`config.mk`:
```
export PLATFORM = sky130hd
export DESIGN_NAME = reg_scoreboard
export DESIGN_NICKNAME = d
export VERILOG_FILES = /design/src/rtl/reg_scoreboard.sv
export SDC_FILE = /design/constraint.sdc
export NUM_CORES = 1
export LEC_CHECK = 0
export CAP_MARGIN = 20
export CORE_MARGIN = 3
export CORE_UTILIZATION = 65
export CTS_CLUSTER_DIAMETER = 120
export CTS_CLUSTER_SIZE = 14
export DETAILED_ROUTE_END_ITERATION = 7
export DONT_BUFFER_PORTS = 1
export GPL_TIMING_DRIVEN = 0
export PLACE_DENSITY = 0.81
export SYNTH_ARGS = -nofsm -noshare
export SYNTH_HDL_FRONTEND = slang
export SYNTH_SLANG_ARGS = --single-unit
```
`constraint.sdc`:
```
create_clock -name clk -period 7.2 [get_ports clk]
set_clock_uncertainty 0.15 [all_clocks]
set_input_delay 0.72 -clock clk [delete_from_list [all_inputs] [get_ports clk]]
set_output_delay 0.72 -clock clk [all_outputs]
set_load 0.02 [all_outputs]
```
`src/rtl/reg_scoreboard.sv`:
```
// Per-register pending-write scoreboard with saturating counters and a sticky error flag.
// Optional macro SCOREBOARD_BYPASS_EN lets a same-cycle final commit unblock stall.
module reg_scoreboard #(
    parameter int CNT_W = 2
) (
    input  logic       clk,
    input  logic       reset,
    input  logic       issue_valid,
    input  logic [1:0] issue_reg,
    input  logic       commit_valid,
    input  logic [1:0] commit_reg,
    input  logic       kill_valid,
    input  logic [1:0] kill_reg,
    input  logic       use_rs,
    input  logic       use_rt,
    input  logic [1:0] rs_addr,
    input  logic [1:0] rt_addr,
    output logic       stall,
    output logic [3:0] busy,
    output logic       err
);

    localparam logic [CNT_W-1:0] CNT_MAX = '1;
    localparam logic [CNT_W-1:0] ONE     = CNT_W'(1);
    localparam logic [CNT_W-1:0] TWO     = CNT_W'(2);

    logic [CNT_W-1:0] cnt_q [4];
    logic [CNT_W-1:0] cnt_d [4];
    logic             err_q;
    logic             err_d;
    logic [3:0]       stall_mask;
    logic             issue_acc;

    always_comb begin
        for (int unsigned n = 0; n < 4; n++) begin
            busy[n] = (cnt_q[n] != '0);
        end
    end

    assign err = err_q;

`ifdef SCOREBOARD_BYPASS_EN
    // A last pending write retiring this cycle frees the register for stall only.
    always_comb begin
        for (int unsigned n = 0; n < 4; n++) begin
            stall_mask[n] = busy[n] &&
                            !((cnt_q[n] == ONE) && commit_valid && (commit_reg == 2'(n)) &&
                              !(kill_valid && (kill_reg == 2'(n))));
        end
    end
`else
    assign stall_mask = busy;
`endif

    assign stall     = (use_rs && stall_mask[rs_addr]) || (use_rt && stall_mask[rt_addr]);
    assign issue_acc = issue_valid && !stall;

    always_comb begin
        logic inc;
        logic dc;
        logic dk;
        err_d = err_q;
        inc   = 1'b0;
        dc    = 1'b0;
        dk    = 1'b0;
        for (int unsigned n = 0; n < 4; n++) begin
            cnt_d[n] = cnt_q[n];
            inc      = issue_acc && (issue_reg == 2'(n));
            dc       = commit_valid && (commit_reg == 2'(n));
            dk       = kill_valid && (kill_reg == 2'(n));
            // Net delta per register: +1, 0, -1 or -2, saturating with err.
            case ({inc, dc, dk})
                3'b100: begin
                    if (cnt_q[n] == CNT_MAX) err_d = 1'b1;
                    else                     cnt_d[n] = cnt_q[n] + ONE;
                end
                3'b000, 3'b110, 3'b101: ;
                3'b010, 3'b001, 3'b111: begin
                    if (cnt_q[n] == '0) err_d = 1'b1;
                    else                cnt_d[n] = cnt_q[n] - ONE;
                end
                default: begin
                    if ((cnt_q[n] == '0) || (cnt_q[n] == ONE)) begin
                        cnt_d[n] = '0;
                        err_d    = 1'b1;
                    end else begin
                        cnt_d[n] = cnt_q[n] - TWO;
                    end
                end
            endcase
        end
    end

    always_ff @(posedge clk) begin
        if (reset) begin
            for (int unsigned n = 0; n < 4; n++) begin
                cnt_q[n] <= '0;
            end
            err_q <= 1'b0;
        end else begin
            for (int unsigned n = 0; n < 4; n++) begin
                cnt_q[n] <= cnt_d[n];
            end
            err_q <= err_d;
        end
    end

endmodule

```
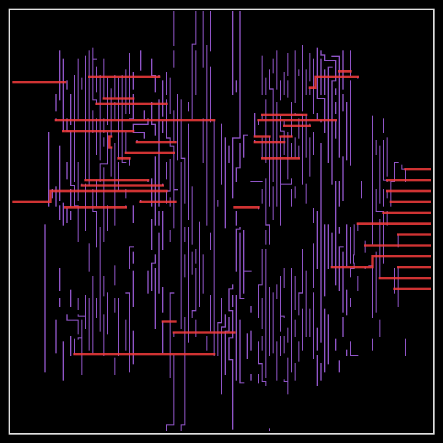
(run_1/layers.png)
(8 px per um) Only two layers are drawn.
| colour | layer | wire length |
|---|---|---|
| red | M3 | 262 um |
| purple | M2 | 1640 um |

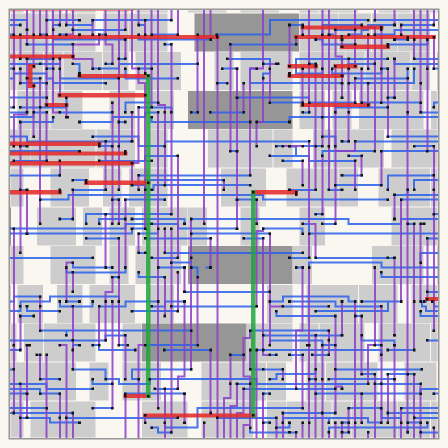
(run_1/closeup.png)
Region (11, 11) to (41, 41) um. Cells in grey, sequential cells in the stronger grey; small squares are vias.
| colour | layer |
|---|---|
| green | M4 |
| blue | M1 |
| purple | M2 |
| red | M3 |
sequential cells in the window: 4
most frequent: nor2_1 (12), nand2_1 (8)
netlist names of flops here include: cnt_q (3), err (1)
cells with their middle in the window: 94

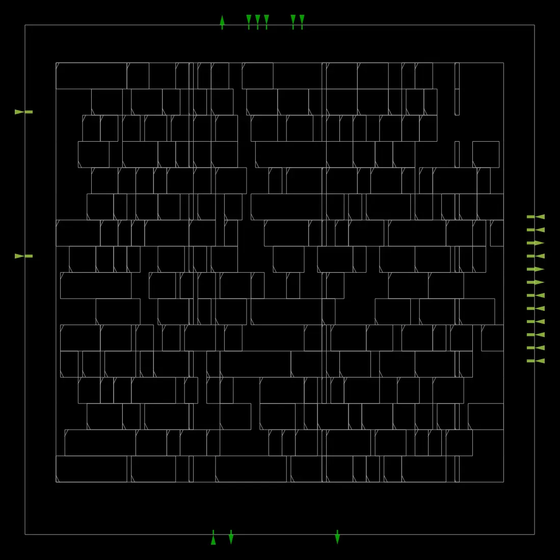
(run_1/placed.png)
Seq cells: 9
FP Rows: 16

==> results_dict.tcl, run 1 <==
# place-and-route summary
set metrics [dict create \
    synthToLayoutAreaGrowth_pct 4.291 \
    antenna_found_initial 0 \
    vdd_ir_drop_max_v 0.0001501 \
    final_net_count 232 \
    worstHoldPathCells 2 \
    timing.rr.start "cnt_q[2][1]" \
    sh_comb_area_pct 77.25 \
    slowest_delay_ns 0.46 \
    drtIter0Drc 74 \
    rsz0062_at_grt "false" \
    cp_num_cells 10 \
    path_clk_slew_ns 0.07 \
    n_all_inverters 15 \
    io_buffers 0 \
    nClkBuffers 3 \
    syn_area_mm2 0.001429 \
    crit_buf_inv 3 \
    outcome "complete, no violations" \
    seq_share_pct 12.09 \
    maxCapViolCount 0 \
    worstSkewPairLatency_ns 0.28 \
    synth_cells 198 \
    cts_hold_buf 0 \
    post_cts_buffers 0 \
    clockBufferDepth 2 \
    crit_slowest_cell "a2111oi_0" \
    utilization_pct 73.70 \
    ys_types 49 \
    clock_sinks 9 \
    dp.cells 225 \
    non_clock_buffer_count 8 \
    total_leakage_power_nw 0.6306 \
    drc 0 \
    nMultiInputCombCells 166 \
    arrival_ns 2.63 \
    final-hold-violation-count 0 \
    largest_area_cell "dfxtp_1" \
    simple_gate_share_pct 29.33 \
    final-max-slew-violation-count 0 \
    crit_top_cell "buf_4" \
    max_freq_mhz 377.9 \
    final_cell_mix "20 x nand2_1, 19 x nor2_1, 15 x inv_1" \
    worstSetupPathType "reg2reg" \
    firstDrtPassIters 5 \
    setup_viol 0 \
    n_fill_cell 181 \
]
run 1: stage by stage:
stage	hold WS, ns	instance area, um^2	power, mW
floorplan	0.3015	1429	0.1412
global placement	0.3163	1463	0.1542
detailed placement	0.3291	1463	0.1579
CTS	0.3396	1490	0.2000
global route	0.3564	1490	0.2143
finish	0.3359	1490	0.2021
run 1: routing by layer:
layer | wire [um] | up-vias | GRT usage, %
met4 | 53 | 0 | 10.64
met3 | 262 | 7 | 2.817
met5 | 0 | - | 0
met2 | 1638 | 63 | 43.18
li1 | - | 743 | -
met1 | 1630 | 707 | 35.76
run 1: power by group:
part           internal (mW)  switching, mW
combinational         0.0390         0.0608
clock                 0.0206         0.0220
sequential            0.0543        0.00537
total                  0.114         0.0883
run 1: state kept, by name (all words and copies together) (netlist names):
register	flops
cnt_q	8
err	1
--- run 2 (diff from run 1) ---
CORE_UTILIZATION = 64   (was 65)
PLACE_DENSITY = 0.8   (was 0.81)
clock period = 2.5 ns   (was 7.2 ns; I/O delays follow)
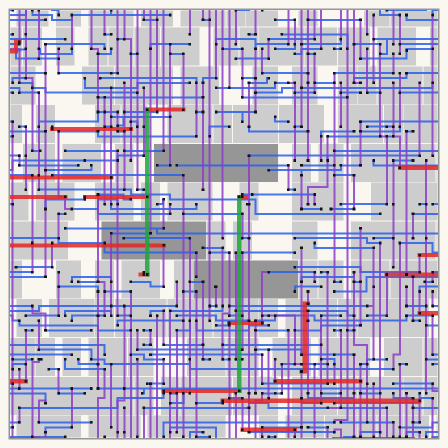
(run_2/closeup.png)
Region (12, 12) to (42, 42) um. Cells in grey, sequential cells in the stronger grey; small squares are vias.
| colour | layer |
|---|---|
| blue | M1 |
| red | M3 |
| green | M4 |
| purple | M2 |
sequential cells in the window: 3
most frequent: nand2_1 (12), nor2_1 (11)
netlist names of flops here include: cnt_q (2), err (1)
cells with their middle in the window: 99

==> results_dict.tcl, run 2 <==
# place-and-route summary
set metrics [dict create \
    outcome "complete, no violations" \
    clk-power_mw 0.123 \
    io_buffers 0 \
    worstSetupPathType "reg2reg" \
    p_sw_mw 0.2692 \
    top_register "cnt_q" \
    top_layer "met4" \
    utilization_pct 78.86 \
    setup_viol 0 \
    crit_slowest_cell "dfxtp_1" \
    maxCapViolCount 0 \
    ys_types 49 \
    use_met3_pct 3.944 \
    drc 0 \
    p_sw_share_pct 43.49 \
    combPwrFrac_pct 52.3 \
    rows 16 \
    met2_length_um 1758 \
    grtUsageMet1_pct 34.52 \
    nMultiInputCombCells 166 \
    clockBufferDepth 2 \
    wl_met1_um 1735 \
    crit_buf_inv 1 \
    grt-busiest-layer "met2" \
    synth_cells 198 \
    clock_sinks 9 \
    largest_register_ffs 8 \
    dp.cells 225 \
    largest_area_cell "dfxtp_1" \
    whs_ns 0.2771 \
    finalPower_mw 0.6191 \
    timing.rr.start "cnt_q[3][1]" \
    sh_comb_area_pct 75.99 \
    power.group.top "combinational cells" \
    seq_cells 9 \
    non_clock_buffer_count 13 \
    worstSkewPairLatency_ns 0.27 \
    cp_num_cells 8 \
    intPower_mw 0.3499 \
    arrival_ns 2.48 \
    vdd_ir_drop_max_v 0.0003454 \
    powerSeq_mw 0.172 \
    cts_hold_buf 0 \
    rsz0062_at_grt "true" \
    max_freq_mhz 410.4 \
]
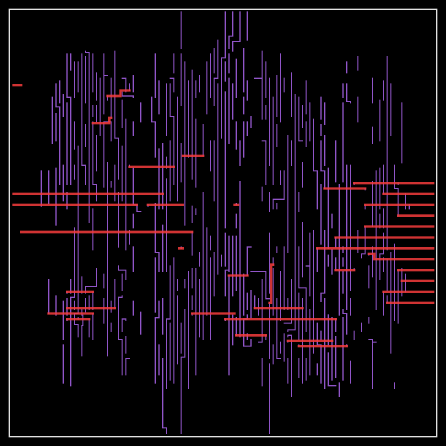
(run_2/layers.png)
(8 px per um) Only two layers are drawn.
| colour | layer | wire length |
|---|---|---|
| red | M3 | 241 um |
| purple | M2 | 1760 um |

## run 2: cell count changes in the layout (fill, tap and decap cells not counted), sizes merged
| cell | change |
|---|---|
| buf | +5 |
## run 2: logic make-up (layout without fill, tap and decap cells)
| group | Yosys count | after routing | share of synthesized area [%] |
|---|---|---|---|
| buffers and inverters | 23 | 32 | 6.830 |
| and+or+nand+nor | 79 | 79 | 29.34 |
| adders and majority gates | 13 | 13 | 11.21 |
| muxes | 10 | 10 | 7.093 |
| xor gates and xnor gates | 7 | 7 | 4.291 |
| AOI/OAI and AO/OA | 57 | 57 | 28.64 |
| DFF | 9 | 9 | 12.61 |
--- run 3 (diff from run 2) ---
HOLD_SLACK_MARGIN = 0.06   (was unset)
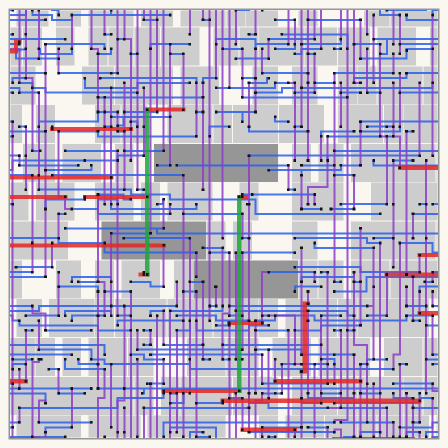
(run_3/closeup.png)
Region (12, 12) to (42, 42) um. Cells in grey, sequential cells in the stronger grey; small squares are vias.
| colour | layer |
|---|---|
| red | M3 |
| purple | M2 |
| blue | M1 |
| green | M4 |
cells with their middle in the window: 99
netlist names of flops here include: cnt_q (2), err (1)
sequential cells in the window: 3
most frequent: nand2_1 (12), nor2_1 (11)

==> results_dict.tcl, run 3 <==
# place-and-route summary
set metrics [dict create \
    use_met3_pct 3.944 \
    clk-power_mw 0.123 \
    timing.rr.start "cnt_q[3][1]" \
    drtIter0Drc 61 \
    placed_area_mm2 0.001463 \
    dp.cells 225 \
    finalPower_mw 0.6191 \
    p_seq_share_pct 27.8 \
    top_register "cnt_q" \
    fa_ha_area_share_pct 11.21 \
    rows 16 \
    grt-busiest-layer "met2" \
    final_cell_mix "20 x nand2_1, 19 x nor2_1, 14 x inv_1" \
    worstSetupPathType "reg2reg" \
    total_leakage_power_nw 0.6548 \
    mux_share_pct 7.093 \
    ys_types 49 \
    outcome "complete, no violations" \
    n_fill_cell 164 \
    synth_cells 198 \
    simple_gate_share_pct 29.33 \
    crit_buf_inv 1 \
    final_net_count 237 \
    post_cts_buffers 3 \
    setup_viol 0 \
    intPower_mw 0.3499 \
    worstHoldPathCells 4 \
    arrival_ns 2.48 \
    vdd_ir_drop_max_v 0.0003454 \
    final-max-slew-violation-count 0 \
    power.group.top "combinational cells" \
    utilization_pct 78.86 \
    path_clk_slew_ns 0.07 \
    p_comb_mw 0.324 \
    combPwrFrac_pct 52.3 \
    worstSkewPairLatency_ns 0.27 \
    crit_slowest_cell "dfxtp_1" \
    p_sw_mw 0.2692 \
    io_buffers 0 \
    maxCapViolCount 0 \
    stdcell_area_mm2 0.001610 \
    whs_ns 0.2771 \
    firstDrtPassIters 4 \
    largest_register_ffs 8 \
    slowest_delay_ns 0.41 \
]
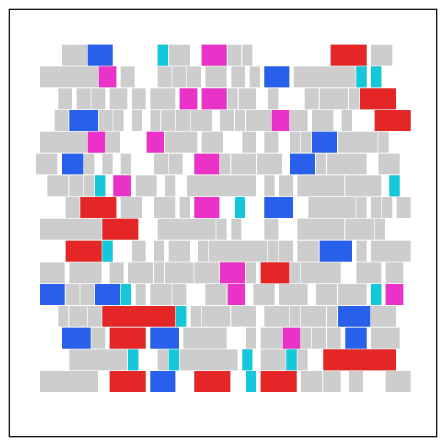
(run_3/gates.png)
(8 px per um)
| colour | family | cells | most used |
|---|---|---|---|
| magenta | and/or cells | 14 | and3_1 |
| blue | non-inverting ao/oa cells | 15 | a22o_1 |
| red | fa/ha/maj cells | 13 | ha_1 |
| cyan | inv cells | 15 | inv_1 |

==> run 3: cell counts after synthesis <==
Identical to the previous run, type by type.
==> run 3: cell type report <==
| type | instances | area share [%] |
|---|---|---|
| Buffer | 8 | 2.797 |
| Clock inverter | 1 | 0.3108 |
| Multi-Input combinational cell | 166 | 75.99 |
| Inverter | 15 | 3.497 |
| Sequential cell | 9 | 11.58 |
| Tap cell | 27 | 2.098 |
| Clock buffer | 3 | 1.399 |
| Timing Repair Buffer | 5 | 2.331 |
==> run 3: layer usage <==
metal,wire length [um],up-vias,share of wire [%]
met5,0,-,0
met4,43,0,1.1
met3,241,7,6.4
met2,1758,61,47
met1,1735,722,46
li1,-,753,-
Power and IR drop assume default switching activity.
